`src/rtl/warp_issue_if.sv`:
```
// Issue-slot bundle between the warp issue arbiter and the warp-state / fetch side.
// The arbiter owns the master modport; the environment drives through the slave modport.
interface warp_issue_if #(
  parameter int unsigned PcWidth = 5
) ();
  logic [4*PcWidth-1:0] pc_flat;
  logic [3:0]           warp_ready;
  logic [3:0]           warp_done;
  logic                 issue_ready;
  logic [1:0]           select_warp;
  logic                 issue_valid;
  logic [PcWidth-1:0]   issue_pc;
  logic                 all_done;

  modport master (
    input  pc_flat,
    input  warp_ready,
    input  warp_done,
    input  issue_ready,
    output select_warp,
    output issue_valid,
    output issue_pc,
    output all_done
  );

  modport slave (
    output pc_flat,
    output warp_ready,
    output warp_done,
    output issue_ready,
    input  select_warp,
    input  issue_valid,
    input  issue_pc,
    input  all_done
  );
endinterface

```
`src/rtl/warp_issue_arbiter.sv`:
```
// Round-robin issue arbiter over four warps with a per-warp re-issue blackout counter.
// The granted warp's PC is presented to fetch over a valid/ready handshake.
module warp_issue_arbiter #(
  parameter int unsigned PcWidth      = 5,
  parameter int unsigned IssueLatency = 2
) (
  input logic          clk,
  input logic          reset,
  warp_issue_if.master bus
);

  localparam int unsigned    CntW    = (IssueLatency > 0) ? $clog2(IssueLatency + 1) : 1;
  localparam logic [CntW-1:0] CntLoad = CntW'(IssueLatency);
  localparam logic [CntW-1:0] CntOne  = CntW'(1);

  typedef enum logic [0:0] {StEmpty, StHeld} slot_e;

  slot_e           slot_q, slot_d;
  logic [1:0]      sel_q, sel_d;
  logic [1:0]      last_q, last_d;
  logic [3:0]      done_q, done_d;
  logic            all_done_q, all_done_d;
  logic [CntW-1:0] blk_q [4];
  logic [CntW-1:0] blk_d [4];

  logic       fire;
  logic       arb;
  logic [1:0] base;
  logic [3:0] eligible;
  logic       found;
  logic [1:0] winner;
  logic [1:0] idx;

  // The warp being accepted this edge is excluded so the same-edge re-arbitration
  // moves on to another warp; rotation then continues from it.
  always_comb begin
    fire = (slot_q == StHeld) && bus.issue_ready;
    arb  = (slot_q == StEmpty) || bus.issue_ready;
    base = fire ? sel_q : last_q;
    for (int i = 0; i < 4; i++) begin
      eligible[i] = bus.warp_ready[i] && !done_q[i] && (blk_q[i] == '0)
                    && !(fire && (sel_q == 2'(i)));
    end
  end

  always_comb begin
    found  = 1'b0;
    winner = sel_q;
    idx    = '0;
    for (int k = 1; k <= 4; k++) begin
      idx = base + 2'(k);
      if (!found && eligible[idx]) begin
        found  = 1'b1;
        winner = idx;
      end
    end
  end

  // A held grant is only ever released by acceptance or reset.
  always_comb begin
    slot_d = slot_q;
    sel_d  = sel_q;
    last_d = last_q;
    if (fire) begin
      last_d = sel_q;
    end
    if (arb) begin
      if (found) begin
        slot_d = StHeld;
        sel_d  = winner;
      end else begin
        slot_d = StEmpty;
      end
    end
  end

  always_comb begin
    done_d     = done_q | bus.warp_done;
    all_done_d = &done_d;
    for (int i = 0; i < 4; i++) begin
      blk_d[i] = blk_q[i];
      if (fire && (sel_q == 2'(i))) begin
        blk_d[i] = CntLoad;
      end else if (blk_q[i] != '0) begin
        blk_d[i] = blk_q[i] - CntOne;
      end
    end
  end

  always_ff @(posedge clk or negedge reset) begin
    if (!reset) begin
      slot_q     <= StEmpty;
      sel_q      <= 2'd0;
      last_q     <= 2'd3;
      done_q     <= 4'b0000;
      all_done_q <= 1'b0;
      for (int i = 0; i < 4; i++) begin
        blk_q[i] <= '0;
      end
    end else begin
      slot_q     <= slot_d;
      sel_q      <= sel_d;
      last_q     <= last_d;
      done_q     <= done_d;
      all_done_q <= all_done_d;
      for (int i = 0; i < 4; i++) begin
        blk_q[i] <= blk_d[i];
      end
    end
  end

  assign bus.select_warp = sel_q;
  assign bus.issue_valid = (slot_q == StHeld);
  assign bus.all_done    = all_done_q;
  assign bus.issue_pc    = bus.pc_flat[sel_q*PcWidth +: PcWidth];

endmodule
```
`src/flat_wrapper.sv`:
```
// flat-port wrapper written by rule: the top's interface ports become plain ports
module warp_issue_arbiter_flat 
#(
  parameter int unsigned PcWidth      = 5,
  parameter int unsigned IssueLatency = 2
)
  (clk, reset, bus_pc_flat, bus_warp_ready, bus_warp_done, bus_issue_ready, bus_select_warp, bus_issue_valid, bus_issue_pc, bus_all_done);
  warp_issue_if #(.PcWidth(PcWidth)) bus_i ();
  input logic clk;
  input logic reset;
  input wire logic [$bits(bus_i.pc_flat)-1:0] bus_pc_flat;
  input wire logic [$bits(bus_i.warp_ready)-1:0] bus_warp_ready;
  input wire logic [$bits(bus_i.warp_done)-1:0] bus_warp_done;
  input wire logic [$bits(bus_i.issue_ready)-1:0] bus_issue_ready;
  output wire logic [$bits(bus_i.select_warp)-1:0] bus_select_warp;
  output wire logic [$bits(bus_i.issue_valid)-1:0] bus_issue_valid;
  output wire logic [$bits(bus_i.issue_pc)-1:0] bus_issue_pc;
  output wire logic [$bits(bus_i.all_done)-1:0] bus_all_done;
  assign bus_i.pc_flat = bus_pc_flat;
  assign bus_i.warp_ready = bus_warp_ready;
  assign bus_i.warp_done = bus_warp_done;
  assign bus_i.issue_ready = bus_issue_ready;
  assign bus_select_warp = bus_i.select_warp;
  assign bus_issue_valid = bus_i.issue_valid;
  assign bus_issue_pc = bus_i.issue_pc;
  assign bus_all_done = bus_i.all_done;
  warp_issue_arbiter #(.PcWidth(PcWidth), .IssueLatency(IssueLatency)) u_core (.clk(clk), .reset(reset), .bus(bus_i));
endmodule
```
`config.mk`:
```
export PLATFORM = sky130hd
export DESIGN_NAME = warp_issue_arbiter_flat
export DESIGN_NICKNAME = d
export VERILOG_FILES = /design/src/rtl/warp_issue_if.sv /design/src/rtl/warp_issue_arbiter.sv /design/src/flat_wrapper.sv
export SDC_FILE = /design/constraint.sdc
export NUM_CORES = 1
export LEC_CHECK = 0
export CAP_MARGIN = 20
export CORE_ASPECT_RATIO = 1.5
export CORE_MARGIN = 1.5
export CORE_UTILIZATION = 43
export CTS_CLUSTER_DIAMETER = 80
export CTS_CLUSTER_SIZE = 12
export DETAILED_ROUTE_END_ITERATION = 8
export MAX_ROUTING_LAYER = met4
export PLACE_DENSITY = 0.87
export SLEW_MARGIN = 5
export SYNTH_ARGS = -nofsm -noshare
export SYNTH_HDL_FRONTEND = slang
export SYNTH_SLANG_ARGS = --single-unit
```
`constraint.sdc`:
```
create_clock -name clk -period 1.95 [get_ports clk]
set_input_delay 0.39 -clock clk [delete_from_list [all_inputs] [get_ports clk]]
set_output_delay 0.39 -clock clk [all_outputs]
set_load 0.02 [all_outputs]
```
Figure 1. Gate-type map.
(8 px per um)
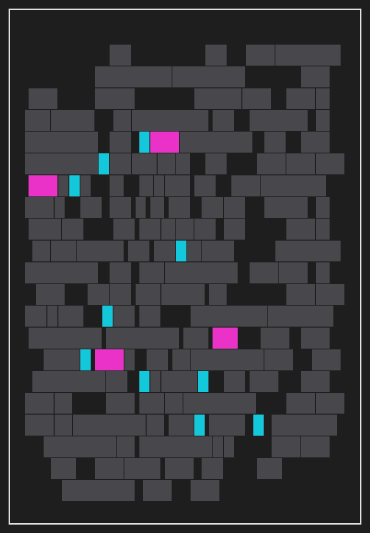
| family | color | cells |
|---|---|---|
| AND-OR and OR-AND gates | magenta | 4 |
| inverters | cyan | 10 |

Figure 2. Signal wires on met3.
(4 px per um)
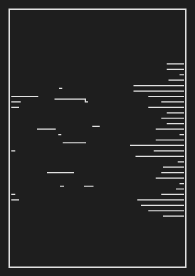
longest straight run: 13.2 um
wire length on this layer: 224 um

Figure 3. Cell sizes after repair.
(8 px per um)
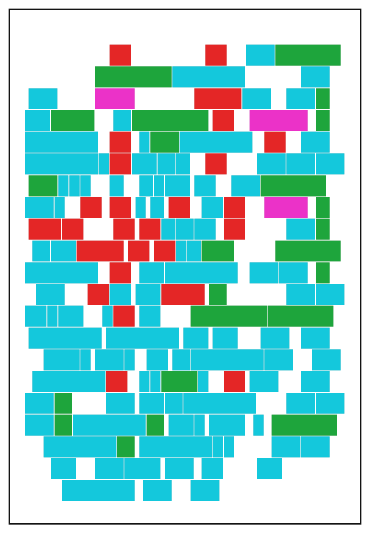
| size | color | cells | share |
|---|---|---|---|
| _3 and _4 cells | red | 26 | 16% |
| _6 and larger | magenta | 3 | 1.9% |
| _2 cells | green | 23 | 15% |
| _0 and _1 cells | cyan | 106 | 67% |

Figure 4. Routing congestion.
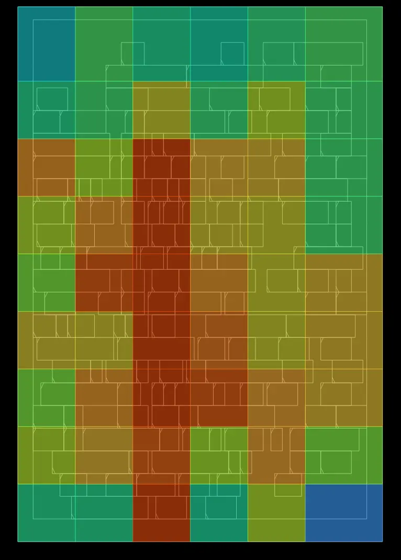
Final Util: 70.5%
met2 Use GR: 50.4%
met1 Track Usage GR: 21.5%

Figure 5. Met2 routing.
(4 px per um) Cells faint in the background.
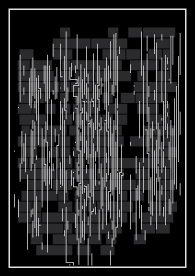
longest straight run: 29.9 um
main direction: vertical
share of all routed wire: 59%
wire length on this layer: 1790 um

==> changes_impl.md <==
### Metrics

- Max H-tree Level: 1
- Drt total wl: 3030 um
- FF-to-FF End: u_core.bus.select_warp[1]$_DFFE_PN0P_
- Hold crit path type: in -> async
- Ys Warns: 0
- Dpl ws: -0.280 ns
- Status: completed
- EDFF count, synth: 0
- Final Skew: 0.00372 ns
- Placed insts: 176
- CTS sink cnt: 18
- First-pass GRT wire length: 5090 um
- YS chip area: 1070 sq um
- Final net count: between 150 and 200
- Clock transition at the registers of the reported paths: 0.11 ns
- Worst reg-to-reg path cell count: 7
- Post-synth ARST share: 100%
- Vias/cell: between 5 and 6
- Routed vias: around 1000
- Detailed-placement wirelength estimate: between 2000 and 2500 um
- Gate Count Post-Synth: 96
- Final period utilization: between 90% and 100%
- Total GRT Usage: about 25%
- Largest net degree at the start of global routing: 13
- Final hold viol count: 0
- Power Total: 1.49 mW
- Die W: about 44 um
- Max-slew violations: 0
- DRT Pass-1 Iters: 4
- Count of tool warnings: 27
- Proportion of layout cells with a drive suffix above 1: approximately a third
- Clock Tree Buf Depth: 2
- Syn nets: approximately 130
- Leakage power: 0.742 nW
- FMAX: 0.527 GHz
- Kind of critical path: reg -> reg
- Avg Inst Size Synth: about 11 sq um
- CTS Root Cell: clkbuf_4
- Setup WS post-layout: 0.0533 ns
- Yosys top cell by instances: dfrtp_1
- Initial antenna violation count: 0
- Routed wire per std cell: about 17 um
- Yosys cell types: 41
- Final min period: roughly 1.9 ns
- Die Ht: between 60 and 70 um
- DRC Markers: 0
- Peak supply drop: slightly above 0.7 mV
- CTS buffer count: 3
- Core footprint: ~2400 sq um
- Final Wtd Congestion: 0.976
- Post-synth top area share: between 30% and 40%
- Die ar.: between 2000 and 3000 sq um
- Clk_lat worst skew: just under 0.3 ns
- MaxCap Viol Count: 0
- Crit-path max FO: 5
- Yosys cell count: between 90 and 100
- Post-synthesis register bit count: 18
- Port bufs: 39
- DR iter-0 viols: 16
- Register share after synthesis: between 40% and 50%
- Pwr per Cell Area: 880 nW/um^2
- Synth Flop Type: dfrtp_1
- Vias in the first global route: between 1000 and 1500
- Final setup fails: 0
- Post-DRT Antenna Nets: 0
- Synth area leader: dfrtp_1
- # rows: 22
- IO Count: 40
- Floorplan core density: about 45%
- RR Startpoint: u_core.bus.select_warp[0]$_DFFE_PN0P_
- Final Non-Filler Cells: about 180
- CTS Hold Buffers Added: 0
- FF-to-FF setup slack: about 0.053 ns
- Startpoint Class: register
- Required time of the critical path: 2.14 ns
- Top cells by count: dfrtp_1 (16), inv_1 (10), mux4_2 (5), nand2_1 (5), nor2_1 (5)
- Mapped Area: 1070 sq um
- Slew margin rel.: between 70% and 80%
- Crit path arrival time: roughly 2.1 ns
- Total grt overflow: 0
- Top cells, area: dfrtp_1 (37%), mux4_2 (11%), dfstp_2 (4.9%)
- CTS tree: built
- Worst slew pin tran: between 0.3 and 0.4 ns
- ANT cells: 0
- Area grow syn2layout: 57.7%
- RSZ-0062 raised after global routing: true
- Critical Path End Type: register
==> critical path, stage by stage (launching register included) <==
cell and delay (ns):
dfrtp_1 0.42, buf_12 0.15, buf_8 0.12, and4bb_4 0.37
nor3_4 0.06, nor2_1 0.21, a31oi_2 0.16, mux2_4 0.31
==> worst max path at each step <==
stage | start | end | cells past startpoint
finish | u_core.bus.select_warp[0]$_DFFE_PN0P_ | u_core.bus.select_warp[1]$_DFFE_PN0P_ | 7
global route | u_core.bus.select_warp[0]$_DFFE_PN0P_ | u_core.bus.select_warp[1]$_DFFE_PN0P_ | 7
CTS | u_core.bus.select_warp[0]$_DFFE_PN0P_ | u_core.bus.select_warp[1]$_DFFE_PN0P_ | 7
detailed placement | bus_pc_flat[15] | bus_issue_pc[0] | 3
global placement | bus_pc_flat[15] | bus_issue_pc[0] | 3
floorplan | u_core.bus.select_warp[0]$_DFFE_PN0P_ | u_core.bus.select_warp[1]$_DFFE_PN0P_ | 6
==> power by group <==
part	switching [mW]	internal, mW	total [mW]
clock network	0.120	0.114	0.234
logic	0.314	0.387	0.701
registers	0.0682	0.484	0.552
total	0.502	0.985	1.49
==> kinds of logic (layout without fill, tap and decap cells) <==
logic type / Yosys count / count (layout) / synth area share, %
buffers and inverters: 12 / 74 / 4.67
AOI/OAI and AO/OA: 17 / 17 / 12.4
DFF: 18 / 18 / 42.3
adders and majority gates: 4 / 4 / 4.67
xor gates and xnor gates: 5 / 5 / 4.09
and+or+nand+nor: 34 / 34 / 20.0
muxes: 6 / 6 / 11.9
==> metal layers <==
metal  track usage [%]  vias up  routed length, um
met1              21.5      496                957
met4              7.95        0                 55
met3              2.82       10                224
li1                  -      479                  -
met5                 -        -                  0
met2              50.4       45               1790
==> metrics by stage <==
step                TNS [ns]  hold WS, ns  util [%]  cell area [sq um]
detailed placement     -1.69        0.462      68.2               1630
global placement       -1.54        0.458      68.2               1630
floorplan                  0       0.0944         -               1070
CTS                        0        0.334      68.7               1650
finish                     0        0.334      70.5               1690
global route         -0.0495        0.352      70.5               1690
==> layout by cell type (no fill, tap or decap), drive strengths merged, types with 3 or more instances in the layout <==
cell type,instances
o211ai,3
buf,26
or2,4
nor3,3
nand2,5
and2,3
mux4,5
ha,4
clkbuf,4
clkdlybuf4s50,34
dfrtp,16
inv,10
xor2,3
nor2,6
==> state kept, by name (all words and copies together) (netlist names) <==
register / cells
u_core.bus.issue_valid: 1
u_core.blk_q: 8
u_core.last_q: 2
u_core.done_q: 4
u_core.bus.all_done: 1
u_core.bus.select_warp: 2
==> what timing repair did <==
action	4_1_cts	5_1_grt
resized	20	8
endpoints found under the setup margin	5	3
buffers inserted	0	2
pin swaps	0	4
==> layout make-up <==
type,instances,area [sq um]
flip-flops and latches,18,454
clock buffers,4,36.3
repair buffers,60,543
multi-input cells,66,588
inverters,10,37.5
well taps,24,30.0
fillers,181,706
No activity file was given, so power comes from the tool's default toggle rates.
